==> images/gates.png <==
Drawn at 3 px/µm.
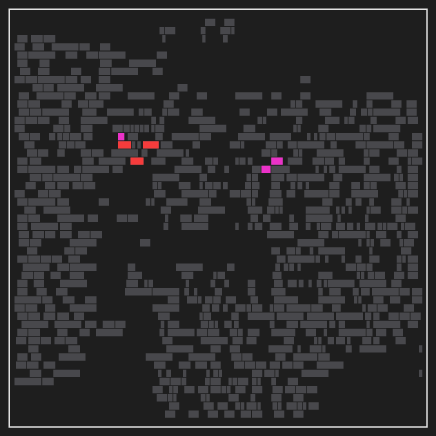
==> images/pinout.png <==
Drawn at 3 px/µm. Pins as bars across the die edge, other pins in grey.
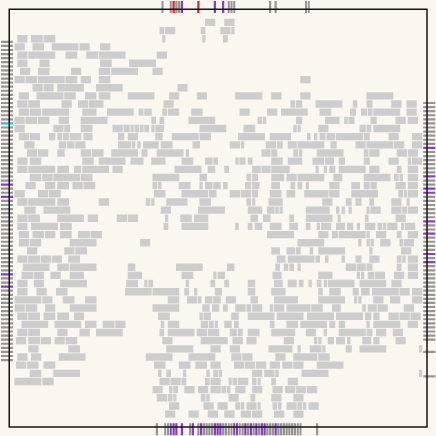
==> images/placed.png <==
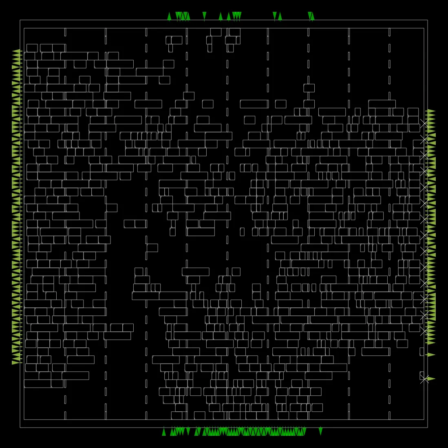
==> images/sizing.png <==
Drawn at 3 px/µm.
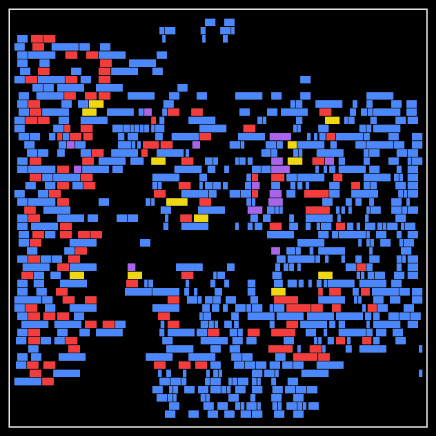
==> images/port_trees.png <==
Drawn at 2 px/µm.
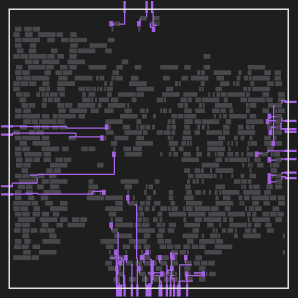
<file path="config.mk">
export PLATFORM = sky130hd
export DESIGN_NAME = mem_access_unit
export DESIGN_NICKNAME = d
export VERILOG_FILES = /design/src/rtl/mem_access_unit.sv
export SDC_FILE = /design/constraint.sdc
export NUM_CORES = 1
export LEC_CHECK = 0
export CAP_MARGIN = 20
export CORE_MARGIN = 1
export CORE_UTILIZATION = 28
export CTS_BUF_LIST = sky130_fd_sc_hd__clkbuf_8
export DETAILED_ROUTE_END_ITERATION = 6
export PLACE_DENSITY = 0.64
export SLEW_MARGIN = 15
export SYNTH_ARGS = -nofsm -noshare
export SYNTH_HDL_FRONTEND = slang
export SYNTH_SLANG_ARGS = --single-unit
</file>
<file path="constraint.sdc">
create_clock -name clk -period 7.5 [get_ports clk]
set_input_delay 1.5 -clock clk [delete_from_list [all_inputs] [get_ports clk]]
set_output_delay 1.5 -clock clk [all_outputs]
set_load 0.01 [all_outputs]
</file>
<file path="src/rtl/mem_access_unit.sv">
// mem_access_unit
// Translates lw/lh/lhu/lb/lbu/sw/sh/sb requests from the EX/MEM stage into
// transactions on a word-wide data memory. The memory writes whole words
// only and returns read data one cycle after mem_read.
//   - Word stores go straight out in the accept cycle (no stall).
//   - Loads read the word, then extract and extend the addressed lane.
//   - Byte/half stores read the word, merge the new lane, and write it back.
//   - Misaligned requests (and size 3) touch no memory and pulse access_err.
// Ports:
//   clk, reset          clock, asynchronous active-high reset
//   req_*               request handshake and fields from the pipeline
//   mem_*               data memory interface (word address, word data)
//   load_valid/data     one-cycle load completion and extended result
//   access_err          one-cycle pulse for a rejected (misaligned) request
module mem_access_unit #(
  parameter bit LITTLE_ENDIAN = 1'b1
) (
  input  logic        clk,
  input  logic        reset,
  input  logic        req_valid,
  output logic        req_ready,
  input  logic        req_write,
  input  logic [1:0]  req_size,
  input  logic        req_unsigned,
  input  logic [31:0] req_addr,
  input  logic [31:0] req_wdata,
  output logic        mem_read,
  output logic        mem_write,
  output logic [31:0] mem_addr,
  output logic [31:0] mem_wdata,
  input  logic [31:0] mem_rdata,
  output logic        load_valid,
  output logic [31:0] load_data,
  output logic        access_err
);

  typedef enum logic [1:0] {
    IDLE      = 2'd0,
    LOAD_RESP = 2'd1,
    RMW_MERGE = 2'd2
  } state_t;

  state_t      state;
  logic [31:0] lat_addr;
  logic [1:0]  lat_size;
  logic        lat_unsigned;
  logic [15:0] lat_wdata;

  logic        req_misaligned;
  logic [4:0]  shift;
  logic [31:0] shifted;
  logic [31:0] lane_mask;
  logic [31:0] lane_data;
  logic [31:0] merged;
  logic [31:0] extended;

  // Bit offset of the addressed lane inside the word. Big-endian puts byte 0
  // in the most significant position, so the offset counts down from the top.
  function automatic logic [4:0] lane_shift(input logic [1:0] size, input logic [1:0] low);
    logic [4:0] sh;
    case (size)
      2'd0:    sh = LITTLE_ENDIAN ? {low, 3'b000} : (5'd24 - {low, 3'b000});
      2'd1:    sh = LITTLE_ENDIAN ? {low[1], 4'b0000} : (5'd16 - {low[1], 4'b0000});
      default: sh = 5'd0;
    endcase
    return sh;
  endfunction

  // Size 3 is never legal; halves need even, words need 4-byte alignment.
  function automatic logic is_misaligned(input logic [1:0] size, input logic [1:0] low);
    logic mis;
    case (size)
      2'd0:    mis = 1'b0;
      2'd1:    mis = low[0];
      2'd2:    mis = (low != 2'b00);
      default: mis = 1'b1;
    endcase
    return mis;
  endfunction

  assign req_misaligned = is_misaligned(req_size, req_addr[1:0]);

  // Lane extraction for loads and lane merge for sub-word stores.
  always_comb begin
    shift     = lane_shift(lat_size, lat_addr[1:0]);
    shifted   = mem_rdata >> shift;
    lane_mask = 32'h0000_0000;
    lane_data = 32'h0000_0000;
    extended  = shifted;
    case (lat_size)
      2'd0: begin
        lane_mask = 32'h0000_00FF << shift;
        lane_data = {24'h00_0000, lat_wdata[7:0]} << shift;
        extended  = lat_unsigned ? {24'h00_0000, shifted[7:0]}
                                 : {{24{shifted[7]}}, shifted[7:0]};
      end
      2'd1: begin
        lane_mask = 32'h0000_FFFF << shift;
        lane_data = {16'h0000, lat_wdata} << shift;
        extended  = lat_unsigned ? {16'h0000, shifted[15:0]}
                                 : {{16{shifted[15]}}, shifted[15:0]};
      end
      default: begin
        lane_mask = 32'h0000_0000;
        lane_data = 32'h0000_0000;
        extended  = shifted;
      end
    endcase
    merged = (mem_rdata & ~lane_mask) | lane_data;
  end

  // Memory strobes and handshake; word stores issue in the accept cycle, so
  // these are driven from state and request inputs, and forced idle in reset.
  always_comb begin
    req_ready = 1'b0;
    mem_read  = 1'b0;
    mem_write = 1'b0;
    mem_addr  = {req_addr[31:2], 2'b00};
    mem_wdata = req_wdata;
    if (reset) begin
      req_ready = 1'b0;
    end else begin
      case (state)
        IDLE: begin
          req_ready = 1'b1;
          if (req_valid && !req_misaligned) begin
            if (req_write && (req_size == 2'd2)) begin
              mem_write = 1'b1;
            end else begin
              mem_read = 1'b1;
            end
          end else begin
            mem_read = 1'b0;
          end
        end
        LOAD_RESP: begin
          mem_addr = {lat_addr[31:2], 2'b00};
        end
        RMW_MERGE: begin
          mem_write = 1'b1;
          mem_addr  = {lat_addr[31:2], 2'b00};
          mem_wdata = merged;
        end
        default: begin
          req_ready = 1'b0;
        end
      endcase
    end
  end

  // Control FSM with registered completion/error pulses and latched request.
  always_ff @(posedge clk or posedge reset) begin
    if (reset) begin
      state        <= IDLE;
      lat_addr     <= 32'h0000_0000;
      lat_size     <= 2'd0;
      lat_unsigned <= 1'b0;
      lat_wdata    <= 16'h0000;
      load_valid   <= 1'b0;
      load_data    <= 32'h0000_0000;
      access_err   <= 1'b0;
    end else begin
      load_valid <= 1'b0;
      access_err <= 1'b0;
      case (state)
        IDLE: begin
          if (req_valid) begin
            lat_addr     <= req_addr;
            lat_size     <= req_size;
            lat_unsigned <= req_unsigned;
            lat_wdata    <= req_wdata[15:0];
            if (req_misaligned) begin
              access_err <= 1'b1;
            end else if (req_write && (req_size == 2'd2)) begin
              state <= IDLE;
            end else if (req_write) begin
              state <= RMW_MERGE;
            end else begin
              state <= LOAD_RESP;
            end
          end
        end
        LOAD_RESP: begin
          load_data  <= extended;
          load_valid <= 1'b1;
          state      <= IDLE;
        end
        RMW_MERGE: begin
          state <= IDLE;
        end
        default: begin
          state <= IDLE;
        end
      endcase
    end
  end

endmodule

</file>
==> results.txt <==
Synthesis and place-and-route results.

- The congestion estimate from routability-driven global placement came to slightly above 0.8.
- The post-placement cell area is 7380 µm².
- The type of destination of the critical path is an output port.
- The stage delay of the slowest cell on the critical path is 610 ps.
- The number of global-route vias before repair is 4,552.
- The synthesized netlist occupies a cell area of about 5200 µm².
- The largest registers in the layout are lat_addr: 32 flops, load_data: 32 flops, lat_wdata: 16 flops.
- The startpoint of the lowest-slack hold path is lat_addr[16].
- The final clock period utilization by the worst path is 0.704.
- The worst setup path is of the in2out kind.
- The share of synthesized area occupied by flip-flops and latches is 0.416.
- The highest clock rate this design can be run at is around 190 MHz.
- The count of instantiated cells in the yosys netlist is 508.
- The setup slack on the worst flop-to-flop path is 5160 ps.
- Of all nets on the critical path, the largest fanout is 53.
- Per the synthesis report, the AND-OR/OR-AND share of the synthesized area is 0.150.
- The number of clock buffers in the layout is 10.
- After clock tree synthesis, the repair step resized 0 gates.
- Yosys attributes the largest share of cell area to sky130_fd_sc_hd__dfrtp_1 42%, sky130_fd_sc_hd__mux2_2 19%, sky130_fd_sc_hd__nand2_1 5.4%.
- Per the final timing report, the hold violations number 0.
- The highest-delay cell along the critical path is sky130_fd_sc_hd__clkdlybuf4s50_1.
- The origin of the worst setup path is reset.
- All stages included, the depth of the critical timing path comes to 7.
- The synthesized design contains 87 register bits.
- The power report attributes to the clock group a share of 0.128.
- The count of sequential standard cells is 87.
- The most repeated library cell on the critical path is sky130_fd_sc_hd__clkdlybuf4s50_1.
- The tool warning count for the run is 28.
- The simple logic cell fraction of the synthesized area is 0.128.
- The number of hold buffers added after cts is 0.
- Adding up every negative setup slack in the final design gives 0 ps.
- For the final database, setup skew stands at 14.4 ps.
- The worst setup path endpoint is mem_wdata[9].
- The chip footprint is between 15,000 and 20,000 µm².
- The data arrival time reported for the critical path is about 3800 ps.
- The registers of the reported paths see a clock transition of 100 ps.
- Summed over all routing layers, the global router reports a total usage of 0.180.
- The final design instance area without fill is around 7600 µm².
- The worst register-to-register path ends at load_data[0].
- The part of the total power dissipated in sequential elements is 0.342.
- The highest-power group is combinational cells.
- For hold timing, the worst endpoint is lat_addr[16].
- The die extent in x is 139 µm.
- Per the OpenROAD floorplan log, the height of the die is about 140 µm.
- The number of sinks handled by clock tree synthesis is 87.
- The cell-mix breakdown from Yosys lists the XOR/XNOR area share as 0.
- The main combinational cell family by area after synthesis is multiplexers.
- The DRC violation count after routing is 15.
- The sequential portion of the cell area is 0.287.
- The design draws 2480 µW.
- The area of the synthesized netlist per yosys stat is 5240 µm².
- The transition time recorded at the tightest slew-check pin is 965 ps.
- The biggest area contributor in the post-synthesis netlist is sky130_fd_sc_hd__dfrtp_1.
- The global-route wire length before repair is ~27,000 µm.
- The most instantiated flip-flop cell in the synthesis netlist is sky130_fd_sc_hd__dfrtp_1.
- The data required time at the worst endpoint is 6000 ps.
- The flow ran to the end, but the final reports show violations.
- The internal power consumption is 1510 µW.
- The tightest min-delay check is of the reg2reg type.
- Listed in order, past its start point the critical path passes clkdlybuf4s50_1 -> clkinv_2 -> nand2_2 -> buf_12 -> nand2_1 -> o21ai_0 -> clkdlybuf4s50_1.
- Warnings reported by Yosys during synthesis add up to 0.
- The power density normalized to cell area is 327 nW/µm².
- During placement, the flow inserted port buffers numbering ~200.
- The final core utilization is 0.418.
- The end-of-flow timing check tallies setup violations at 0.
- The number of distinct library cell variants in the gate-level netlist after synthesis is 43.
- The report gives the cell count of the worst hold path as 1.
- The class occupying the most area after layout is reported as multi-input combinational cells.
- The checks that failed: DRC.
- The count of routing violations after the opening detailed-route iteration is around 230.
- The area used by multi-input combinational logic is roughly 2800 µm².
- The switching power summed over all nets is 973 µW.
- CTS added clock buffers totalling 9.
- Clock latency on the worst-skew pair, taken at its later pin, is 380 ps.
- TritonCTS built the clock tree.
- The number of setup buffers added after CTS is 0.
- The most common logic cells in the final layout are 201 x sky130_fd_sc_hd__clkdlybuf4s50_1, 88 x sky130_fd_sc_hd__mux2_2, 87 x sky130_fd_sc_hd__dfrtp_1.
- The placeable core region is ~18,000 µm².
- The post-synth count of flops with an enable pin is 0.
- The area added between synthesis and finish is 44.8%.
- The clock distribution power is between 300 and 400 µW.
-- gates.png (at the start) --
Key: magenta = and/or cells [cells 3]; red = fa/ha/maj cells [cells 3, most used ha_1]
leading cell type in the layout, fill and taps excluded: sky130_fd_sc_hd__clkdlybuf4s50_1
fraction of standard cell area in multi-input logic: 0.375
final non-filler cell total: 923

-- pinout.png (at the start) --
Key: purple = mem_wdata [pins 32, direction output, edge 17 south, 8 east, 4 west, 3 north]; cyan = req_write [pins 1, direction input, edge west]; red = req_size [pins 2, direction input, edge north]
All pins by edge: 79 west, 61 east, 48 south, 16 north.

-- placed.png (at the start) --
TAP cells: 229
number of filler instances in the final layout: 1,803
row count: 49

-- sizing.png (at the start) --
Key: red = x2 [cells 115, share 17%]; yellow = x6 and larger [cells 12, share 1.7%]; purple = x3 and x4 [cells 14, share 2.0%]; blue = x1 and smaller [cells 553, share 80%]

-- port_trees.png (at the start) --
Key: purple = mem_wdata [bits 32, direction output, edge 17 south, 8 east, 4 west, 3 north, end cells 32, buffers 32, wire 649 µm]

synthesized netlist by cell type (all sizes together), types with 8 or more instances:
cell    number
a211oi      17
a21oi       35
a221oi       8
buf         15
clkbuf      23
dfrtp       87
mux2        88
mux2i       18
nand2       78
nand3b       8
nor2        13
nor2b       21
o21ai       44
o22ai       16
per-layer routing:
metal,up-vias,GRT usage,share of wire
met4,0,0.0392,0.012
met1,2175,0.243,0.46
met2,196,0.276,0.44
li1,2195,-,-
met5,-,0,0
met3,18,0.0663,0.091
kinds of logic (layout without fill, tap and decap cells):
| group | count (synthesis) | after routing |
|---|---|---|
| AOI/OAI and AO/OA | 125 | 125 |
| and+or+nand+nor | 134 | 134 |
| other | 1 | 2 |
| muxes | 113 | 113 |
| adders and majority gates | 3 | 3 |
| buffers and inverters | 45 | 230 |
| DFF | 87 | 87 |
Power and IR drop assume default switching activity.
